## src/rtl/debug_pkg.sv

```systemverilog
// Shared constants and helpers for the front-panel debug-state selector.
// Debounce lengths cover simulation and the real board's switch bounce.
package debug_pkg;

  localparam int DEBOUNCE_SIM   = 4;
  localparam int DEBOUNCE_BOARD = 500000;

  // Ceiling log2 for parameter arithmetic. clog2(1) is 0.
  function automatic int clog2(input int value);
    int result;
    result = 0;
    while ((1 << result) < value) result++;
    return result;
  endfunction

endpackage

```

## src/rtl/btn_debounce.sv

```systemverilog
// One front-panel button: two-flop synchroniser, stable-sample debouncer,
// and a single-cycle pulse on each accepted press.
module btn_debounce
  import debug_pkg::*;
#(
  parameter int DEBOUNCE_CYCLES = DEBOUNCE_SIM
) (
  input  logic clk,
  input  logic rst,
  input  logic btn_raw,
  output logic level,
  output logic rise
);

  localparam int                CNT_W    = clog2(DEBOUNCE_CYCLES) + 1;
  localparam logic [CNT_W-1:0] CNT_LAST = CNT_W'(DEBOUNCE_CYCLES - 1);

  logic             s1_q, s2_q;
  logic             db_q, db_d;
  logic             db_prev_q;
  logic [CNT_W-1:0] cnt_q, cnt_d;

  // Any sample that matches the current level restarts the count, so only an
  // unbroken run of DEBOUNCE_CYCLES opposite samples flips the level.
  always_comb begin
    // NOTE: defaults come first so every path assigns every output; no latch.
    db_d  = db_q;
    cnt_d = '0;
    if (s2_q != db_q) begin
      if (cnt_q == CNT_LAST) db_d = s2_q;
      else                   cnt_d = cnt_q + CNT_W'(1);
    end
  end

  always_ff @(posedge clk) begin
    // NOTE: non-blocking assignments so every flop samples pre-edge values.
    if (rst) begin
      s1_q      <= 1'b0;
      s2_q      <= 1'b0;
      db_q      <= 1'b0;
      db_prev_q <= 1'b0;
      cnt_q     <= '0;
    end else begin
      s1_q      <= btn_raw;
      s2_q      <= s1_q;
      db_q      <= db_d;
      db_prev_q <= db_q;
      cnt_q     <= cnt_d;
    end
  end

  assign level = db_q;
  assign rise  = db_q & ~db_prev_q;

endmodule

```

## src/rtl/debug_state_sel.sv

```systemverilog
// Debug-view selector: clean next/prev presses step a state index that picks
// which internal view is muxed onto the LEDs / 7-segment display.
module debug_state_sel
  import debug_pkg::*;
#(
  parameter int  NUM_STATES      = 4,
  localparam int STATE_W         = clog2(NUM_STATES),
  parameter int  DEBOUNCE_CYCLES = DEBOUNCE_SIM,
  parameter bit  WRAP            = 1'b1,
  parameter int  RESET_STATE     = 0
) (
  input  logic               clk,
  input  logic               rst,
  input  logic               btn_next,
  input  logic               btn_prev,
  output logic [STATE_W-1:0] d_state,
  output logic               changed
);

  localparam logic [STATE_W-1:0] LAST_STATE = STATE_W'(NUM_STATES - 1);
  localparam logic [STATE_W-1:0] INIT_STATE = STATE_W'(RESET_STATE);

  logic               next_rise, prev_rise;
  logic               unused_next_level, unused_prev_level;
  logic               out_of_range;
  logic [STATE_W-1:0] d_state_q, d_state_d;
  logic               changed_q, changed_d;

  btn_debounce #(.DEBOUNCE_CYCLES(DEBOUNCE_CYCLES)) u_next (
    .clk    (clk),
    .rst    (rst),
    .btn_raw(btn_next),
    .level  (unused_next_level),
    .rise   (next_rise)
  );

  btn_debounce #(.DEBOUNCE_CYCLES(DEBOUNCE_CYCLES)) u_prev (
    .clk    (clk),
    .rst    (rst),
    .btn_raw(btn_prev),
    .level  (unused_prev_level),
    .rise   (prev_rise)
  );

  // Codes above LAST_STATE exist only when NUM_STATES is not a power of two.
  if (NUM_STATES == (1 << STATE_W)) begin : g_full_range
    assign out_of_range = 1'b0;
  end else begin : g_partial_range
    assign out_of_range = (d_state_q > LAST_STATE);
  end

  always_comb begin
    d_state_d = d_state_q;
    if (out_of_range) begin
      d_state_d = INIT_STATE;
    end else if (next_rise && !prev_rise) begin
      if (d_state_q != LAST_STATE) d_state_d = d_state_q + STATE_W'(1);
      else if (WRAP)               d_state_d = '0;
    end else if (prev_rise && !next_rise) begin
      if (d_state_q != '0) d_state_d = d_state_q - STATE_W'(1);
      else if (WRAP)       d_state_d = LAST_STATE;
    end
    // A saturated hold or a cancelled double press leaves the strobe low.
    changed_d = (d_state_d != d_state_q);
  end

  always_ff @(posedge clk) begin
    if (rst) begin
      d_state_q <= INIT_STATE;
      changed_q <= 1'b0;
    end else begin
      d_state_q <= d_state_d;
      changed_q <= changed_d;
    end
  end

  assign d_state = d_state_q;
  assign changed = changed_q;

endmodule

```

## config.mk

```make
export PLATFORM = sky130hd
export DESIGN_NAME = debug_state_sel
export DESIGN_NICKNAME = d
export VERILOG_FILES = /design/src/rtl/debug_pkg.sv /design/src/rtl/btn_debounce.sv /design/src/rtl/debug_state_sel.sv
export SDC_FILE = /design/constraint.sdc
export NUM_CORES = 1
export LEC_CHECK = 0
export CAP_MARGIN = 15
export CELL_PAD_IN_SITES_DETAIL_PLACEMENT = 2
export CELL_PAD_IN_SITES_GLOBAL_PLACEMENT = 2
export CORE_MARGIN = 2
export CORE_UTILIZATION = 30
export DETAILED_ROUTE_END_ITERATION = 8
export GPL_TIMING_DRIVEN = 0
export PLACE_DENSITY_LB_ADDON = 0.1
export SYNTH_ARGS = -nofsm -noshare
export SYNTH_HDL_FRONTEND = slang
export SYNTH_SLANG_ARGS = --single-unit
```

## constraint.sdc

```tcl
create_clock -name clk -period 1.4 [get_ports clk]
set_clock_uncertainty 0.2 [all_clocks]
set_input_delay 0.28 -clock clk [delete_from_list [all_inputs] [get_ports clk]]
set_output_delay 0.28 -clock clk [all_outputs]
set_load 0.02 [all_outputs]
```

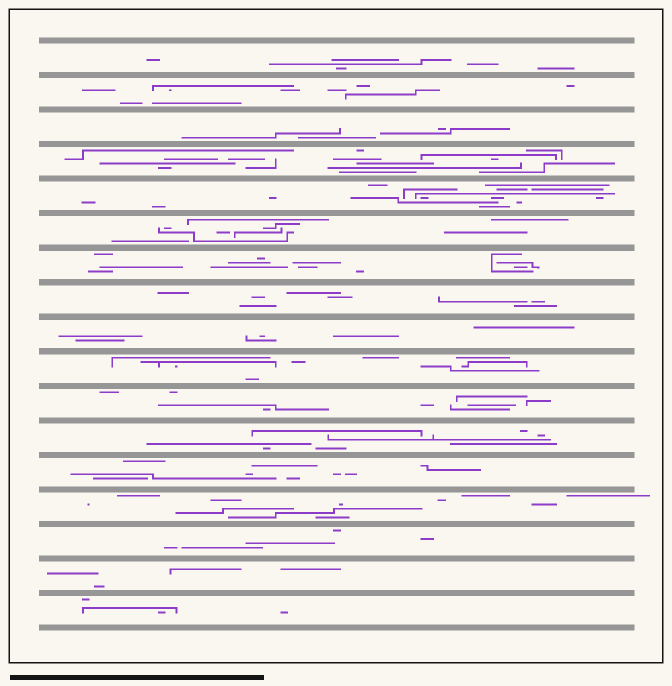
Run 1: the metal 1 layer
The bar under the picture is 20 um long. Supply wires on this layer in grey.
share of all routed wire: 47%
wire length on this layer: 645 um
longest straight run: 17.5 um
nets with wire on the layer: 84

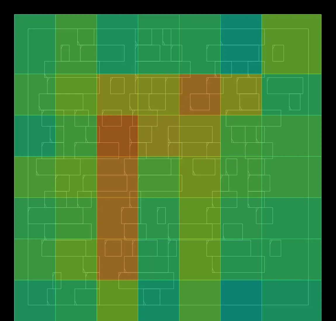
Run 1: routing congestion
GRT met1 Usage: 0.162
Global Route Usage Sum: 0.126
met3 Use GR: 0.0263

==> tab_implementation.tex, run 1 <==
% Yosys + OpenROAD metrics
\begin{tabular}{lr}
\hline
Metric & Value \\
\hline
\multicolumn{2}{l}{\textbf{Final layout}} \\
\quad Layout-stage area growth over the synthesis result & 43.7\% \\
\quad Post-route non-filler standard cell count & $\sim$110 \\
\quad Highest-count cells in the layout ignoring fill and taps & dfxtp\_1 (12), buf\_4 (7), nor2b\_1 (6) \\
\quad Number of filler cells placed in the layout & about 240 \\
\quad Fraction of layout instances using a drive strength above 1 & 0.494 \\
\multicolumn{2}{l}{\textbf{Clocking}} \\
\quad \# resized after CTS & 27 \\
\quad Clk Tree Root Cell & clkbuf\_4 \\
\quad Clk Latency, worst-skew pair & 0.30 ns \\
\quad Hold buffer count at CTS & 0 \\
\quad Maximum count of clock buffers along a single path & 2 \\
\quad Clock buffers created by TritonCTS & 3 \\
\quad Count of buffers added by post-CTS timing repair for setup & 6 \\
\quad Clock-pin transition on the worst setup and hold timing paths & 0.11 ns \\
\quad Clock net sink count & 17 \\
\multicolumn{2}{l}{\textbf{Global route}} \\
\quad Sum of overflow across all layers after global routing & 0 \\
\quad Largest net degree at the start of global routing & 12 \\
\multicolumn{2}{l}{\textbf{Status}} \\
\quad Failing checks & negative setup slack \\
\quad Status & finished with violations \\
\multicolumn{2}{l}{\textbf{Routing}} \\
\quad Via count & around 500 \\
\quad Antenna viol nets, final & 0 \\
\multicolumn{2}{l}{\textbf{STA}} \\
\quad Slew margin rel. & 0.799 \\
\quad Fin. Hold Viols & 0 \\
\quad Total of endpoints with negative setup slack in the final report & 5 \\
\quad Measured slew at the worst slew-check pin & approximately 0.30 ns \\
\quad Setup slack after layout & -0.0546 ns \\
\quad Post-route minimum period & approximately 1.5 ns \\
\quad Final worst hold slack & 0.249 ns \\
\multicolumn{2}{l}{\textbf{Worst setup path}} \\
\quad Cell family with the largest share of critical-path delay & flip-flops \\
\quad Critical path class & reg -> reg \\
\quad Worst path slowest cell & dfxtp\_4 \\
\quad Type of element capturing the critical path & flip-flop \\
\quad Worst path buffer plus inverter count & 1 \\
\quad Worst-path fanout max & 5 \\
\multicolumn{2}{l}{\textbf{Synth}} \\
\quad Netlist Area Pre-Place & 673 sq um \\
\quad Instance tally after logic synthesis & between 60 and 70 \\
\quad Cell variety after synth & 22 \\
\quad Number of warnings printed during yosys synthesis & 0 \\
\quad Cell count listed in synth\_stat.txt & around 66 \\
\quad Synthesized flop and latch total & 17 \\
\multicolumn{2}{l}{\textbf{Worst hold path}} \\
\quad Worst hold path startpoint & u\_prev.s1\_q\$\_SDFF\_PP0\_ \\
\multicolumn{2}{l}{\textbf{Placed design}} \\
\quad Minimum setup slack after placement & -0.287 ns \\
\quad RePlAce Congestion & roughly 0.58 \\
\multicolumn{2}{l}{\textbf{Flow run}} \\
\quad Number of maximum-capacitance violations & 0 \\
\multicolumn{2}{l}{\textbf{Power and ir drop}} \\
\quad Power in the clock group & between 200 and 300 uW \\
\multicolumn{2}{l}{\textbf{Die}} \\
\quad Initial core utilization & 0.310 \\
\hline
\end{tabular}
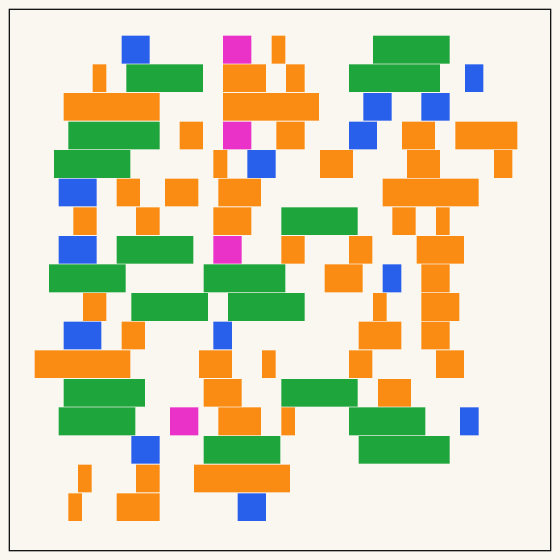
Run 1: cell classes on the final placement
legend:
  other buffers and delay cells:
    colour: blue
    cells: 14
  clock drivers and dummy loads:
    colour: magenta
    cells: 4
  all other logic:
    colour: orange
    cells: 48
  flip-flops:
    colour: green
    cells: 17

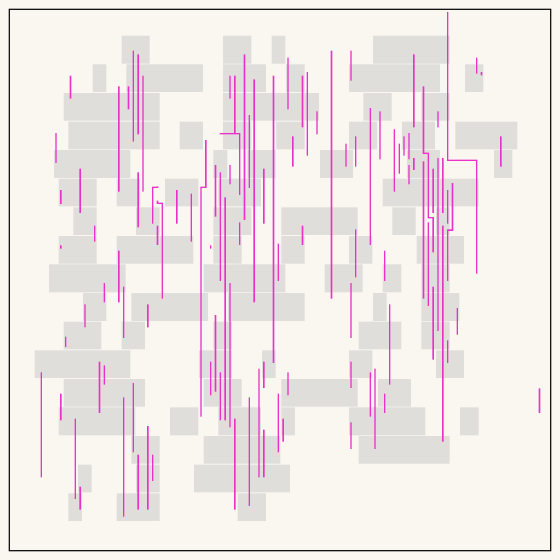
Run 1: M2 wires
Cells faint in the background.
wire length on this layer: 664 um
main direction: vertical

## run 1: layer usage
metal	track usage	vias up	share of wire
met5	0	-	0
met4	0.0789	0	0.010
met3	0.0263	2	0.029
met2	0.192	6	0.49
met1	0.162	240	0.47
li1	-	248	-
## run 1: worst max-delay path by stage
stage                                endpoint  slack, ns             startpoint
global placement    u_next.level$_SDFFE_PP0P_      -0.29                    rst
global route               changed$_SDFF_PP0_      -0.09  d_state[1]$_SDFF_PP0_
floorplan                  changed$_SDFF_PP0_      -0.02  d_state[1]$_SDFF_PP0_
CTS                        changed$_SDFF_PP0_      -0.06  d_state[1]$_SDFF_PP0_
finish                     changed$_SDFF_PP0_      -0.05  d_state[1]$_SDFF_PP0_
detailed placement      d_state[0]$_SDFF_PP0_      -0.29                    rst
## run 1: flip-flops by register name (all words and copies together) (netlist names)
| register | flops |
|---|---|
| changed | 1 |
| d_state | 2 |
| u_next.cnt_q | 3 |
| u_next.db_prev_q | 1 |
| u_next.level | 1 |
| u_next.s1_q | 1 |
| u_next.s2_q | 1 |
| u_prev.cnt_q | 3 |
| u_prev.db_prev_q | 1 |
| u_prev.level | 1 |
| u_prev.s1_q | 1 |
| u_prev.s2_q | 1 |
## run 1: synth_stat cells
| master | instances | area share |
|---|---|---|
| or3_1 | 2 | 0.019 |
| mux2i_1 | 2 | 0.030 |
| inv_1 | 6 | 0.033 |
| nand2_4 | 1 | 0.017 |
| dfxtp_1 | 17 | 0.51 |
| a31o_2 | 1 | 0.013 |
| o211ai_1 | 1 | 0.011 |
| a211o_1 | 1 | 0.013 |
| nor2_1 | 9 | 0.050 |
| nand2b_2 | 1 | 0.013 |
| clkbuf_1 | 1 | 0.0056 |
| xnor2_1 | 2 | 0.026 |
| o21ai_0 | 1 | 0.0074 |
| nor2b_1 | 6 | 0.056 |
| nor3_1 | 1 | 0.0074 |
| o21bai_1 | 1 | 0.011 |
| a21oi_1 | 2 | 0.015 |
| nand2_1 | 1 | 0.0056 |
| a211oi_1 | 2 | 0.022 |
| xor2_1 | 1 | 0.013 |
| and2b_4 | 1 | 0.015 |
| ha_1 | 6 | 0.11 |
## run 1: final cells by class
type | instances | area, sq um | share of cell area
clock inverter | 1 | 7.51 | 0.00776
timing repair buffer | 13 | 97.6 | 0.101
buffer | 1 | 5.00 | 0.00517
clock buffer | 3 | 22.5 | 0.0233
multi-input combinational | 42 | 418 | 0.432
sequential | 17 | 354 | 0.366
tap | 28 | 35.0 | 0.0362
inverter | 6 | 27.5 | 0.0285
## run 1: logic make-up after synthesis
group / after synthesis / synth area share
simple gates: 22 / 0.182
flops: 17 / 0.506
compound gates: 9 / 0.0929
buf+inv: 7 / 0.0390
fa+ha+maj: 6 / 0.112
xor+xnor: 3 / 0.0390
mux: 2 / 0.0297
## run 1: per-stage QoR
step	instance area [sq um]	total power, uW	util	setup TNS (ns)
2_1_floorplan	708	514	-	-0.0210
3_3_place_gp	803	526	0.370	-3.71
3_5_place_dp	803	527	0.370	-3.73
4_1_cts	927	811	0.427	-0.0681
5_1_grt	967	843	0.446	-0.496
6_report	967	799	0.446	-0.125
--- run 2 (diff from run 1) ---
Settings changed: ABC_AREA from default to 1, CORE_UTILIZATION 30 to 28.
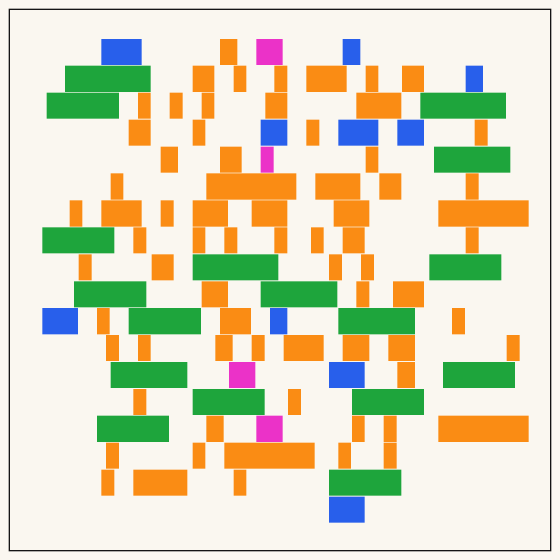
Run 2: cell classes on the final placement
legend:
  other buffers and delay cells:
    colour: blue
    cells: 10
  all other logic:
    colour: orange
    cells: 71
  flip-flops:
    colour: green
    cells: 17
  clock drivers and dummy loads:
    colour: magenta
    cells: 4

==> run 2 against run 1 <==
Effect of this change:
- the flow still finishes with violations (negative setup slack)
- via count is 22% higher
- area after synthesis is 6.3% higher
- critical path depth is 2 higher
- die area is 13% higher
==> tab_implementation.tex, run 2 <==
% Yosys + OpenROAD metrics
\begin{tabular}{lr}
\hline
Metric & Value \\
\hline
\multicolumn{2}{l}{\textbf{Worst setup path}} \\
\quad Worst path buffer plus inverter count & 1 \\
\quad Cell family with the largest share of critical-path delay & simple AND/OR/NAND/NOR gates \\
\quad Worst path slowest cell & dfxtp\_4 \\
\quad Type of element capturing the critical path & flip-flop \\
\quad Worst-path fanout max & 4 \\
\multicolumn{2}{l}{\textbf{Status}} \\
\quad Status & finished with violations \\
\quad Failing checks & negative setup slack \\
\multicolumn{2}{l}{\textbf{Synth}} \\
\quad Synthesized flop and latch total & 17 \\
\quad Dominant synthesized flop cell & dfxtp\_1 \\
\quad Instance tally after logic synthesis & roughly 90 \\
\quad Fraction of registers with async set or reset after synthesis & 0 \\
\quad Number of enable flip-flop cells & 0 \\
\quad Cell count listed in synth\_stat.txt & just under 90 \\
\quad Synth top cells by count & dfxtp\_1 (17), inv\_1 (17), nor2\_1 (16) \\
\quad Cell type with the highest aggregate area in the netlist & dfxtp\_1 \\
\quad Cell variety after synth & 17 \\
\quad Number of warnings printed during yosys synthesis & 0 \\
\multicolumn{2}{l}{\textbf{Placed design}} \\
\quad Placed inst area & $\sim$840 sq um \\
\multicolumn{2}{l}{\textbf{STA}} \\
\quad Post-route minimum period & approximately 1.4 ns \\
\quad Total of endpoints with negative setup slack in the final report & 1 \\
\quad Slew margin rel. & 0.800 \\
\quad Setup slack after layout & -0.0309 ns \\
\multicolumn{2}{l}{\textbf{Global route}} \\
\quad Sum of overflow across all layers after global routing & 0 \\
\quad Largest net degree at the start of global routing & 11 \\
\quad Global Route Usage Sum & 0.133 \\
\multicolumn{2}{l}{\textbf{Clocking}} \\
\quad Clock buffers created by TritonCTS & 3 \\
\quad Clock net sink count & 17 \\
\quad Clock-pin transition on the worst setup and hold timing paths & around 0.11 ns \\
\quad Clk Latency, worst-skew pair & roughly 0.30 ns \\
\quad Maximum count of clock buffers along a single path & 2 \\
\multicolumn{2}{l}{\textbf{Die}} \\
\quad Initial core utilization & 0.292 \\
\multicolumn{2}{l}{\textbf{Routing}} \\
\quad Antenna viol nets, final & 0 \\
\quad Via count & slightly above 600 \\
\multicolumn{2}{l}{\textbf{Flow run}} \\
\quad Number of maximum-capacitance violations & 0 \\
\multicolumn{2}{l}{\textbf{Final layout}} \\
\quad Post-route non-filler standard cell count & $\sim$130 \\
\quad Highest-count cells in the layout ignoring fill and taps & nor2\_1 (15), inv\_1 (14), dfxtp\_1 (10) \\
\quad Fraction of layout instances using a drive strength above 1 & 0.392 \\
\quad Layout-stage area growth over the synthesis result & 35.8\% \\
\quad Number of filler cells placed in the layout & about 280 \\
\quad Final instance area & approximately 970 sq um \\
\multicolumn{2}{l}{\textbf{Power and ir drop}} \\
\quad LEAKAGE & about 0.00038 uW \\
\hline
\end{tabular}
==> run 2: worst reg2reg max path, stage by stage, from the launching register on <==
cell     delay (ns)
dfxtp_4        0.39
inv_4          0.05
ha_4           0.26
nand3_1        0.12
nand4_1        0.12
nand2_1        0.06
nor2_1         0.09
nor2_1         0.05
==> run 2: layout make-up <==
| type | count | area (sq um) | share of cell area |
|---|---|---|---|
| Buffer | 1 | 5.00 | 0.00515 |
| Timing Repair Buffer | 9 | 77.6 | 0.0798 |
| Tap cell | 30 | 37.5 | 0.0386 |
| Multi-Input combinational cell | 52 | 393 | 0.404 |
| Sequential cell | 17 | 357 | 0.367 |
| Clock buffer | 4 | 26.3 | 0.0270 |
| Inverter | 19 | 76.3 | 0.0785 |
==> run 2: routing by layer <==
metal | share of wire | GRT usage | vias to the layer above | wire length, um
li1 | - | - | 302 | -
met5 | 0 | 0 | - | 0
met4 | 0.035 | 0.0875 | 0 | 59
met2 | 0.48 | 0.215 | 4 | 827
met1 | 0.46 | 0.160 | 294 | 791
met3 | 0.017 | 0.0246 | 4 | 29
==> run 2: final timing paths <==
| path | to | startpoint | depth (start not counted) | slack (ns) |
|---|---|---|---|---|
| setup / recovery | changed$_SDFF_PP0_ | d_state[0]$_SDFF_PP0_ | 7 | -0.03 |
| hold / removal | u_prev.s2_q$_SDFF_PP0_ | u_prev.s1_q$_SDFF_PP0_ | 2 | 0.21 |
| setup reg to reg | changed$_SDFF_PP0_ | d_state[0]$_SDFF_PP0_ | 7 | -0.03 |
| hold reg to reg | u_prev.s2_q$_SDFF_PP0_ | u_prev.s1_q$_SDFF_PP0_ | 2 | 0.21 |
==> run 2: logic make-up after synthesis <==
group | count (synthesis) | share of synthesized area
and+or+nand+nor | 37 | 0.231
adders and majority gates | 6 | 0.105
DFF | 17 | 0.476
AOI/OAI and AO/OA | 9 | 0.0839
buffers and inverters | 20 | 0.105
==> run 2: power breakdown <==
group | total, uW | internal [uW] | switching [uW]
clock network | 281 | 111 | 170
registers | 489 | 485 | 4.27
logic | 26.9 | 12.8 | 14.0
==> run 2: what timing repair did <==
action	in CTS	in global routing
setup buffers	3	0
gates resized	19	21
endpoints found under the setup margin	8	11
cloned	0	0
pin swaps	5	12
==> run 2: per-stage QoR <==
stage | hold WS [ns] | TNS (ns) | worst slack (ns) | utilization
floorplan | 0.187 | 0 | 0.00650 | -
global placement | 0.191 | -2.19 | -0.244 | 0.340
detailed placement | 0.201 | -2.63 | -0.277 | 0.340
CTS | 0.216 | -0.0542 | -0.0542 | 0.364
global route | 0.231 | -0.148 | -0.104 | 0.396
finish | 0.209 | -0.0309 | -0.0309 | 0.396
Power is estimated from default activity; no workload was simulated.
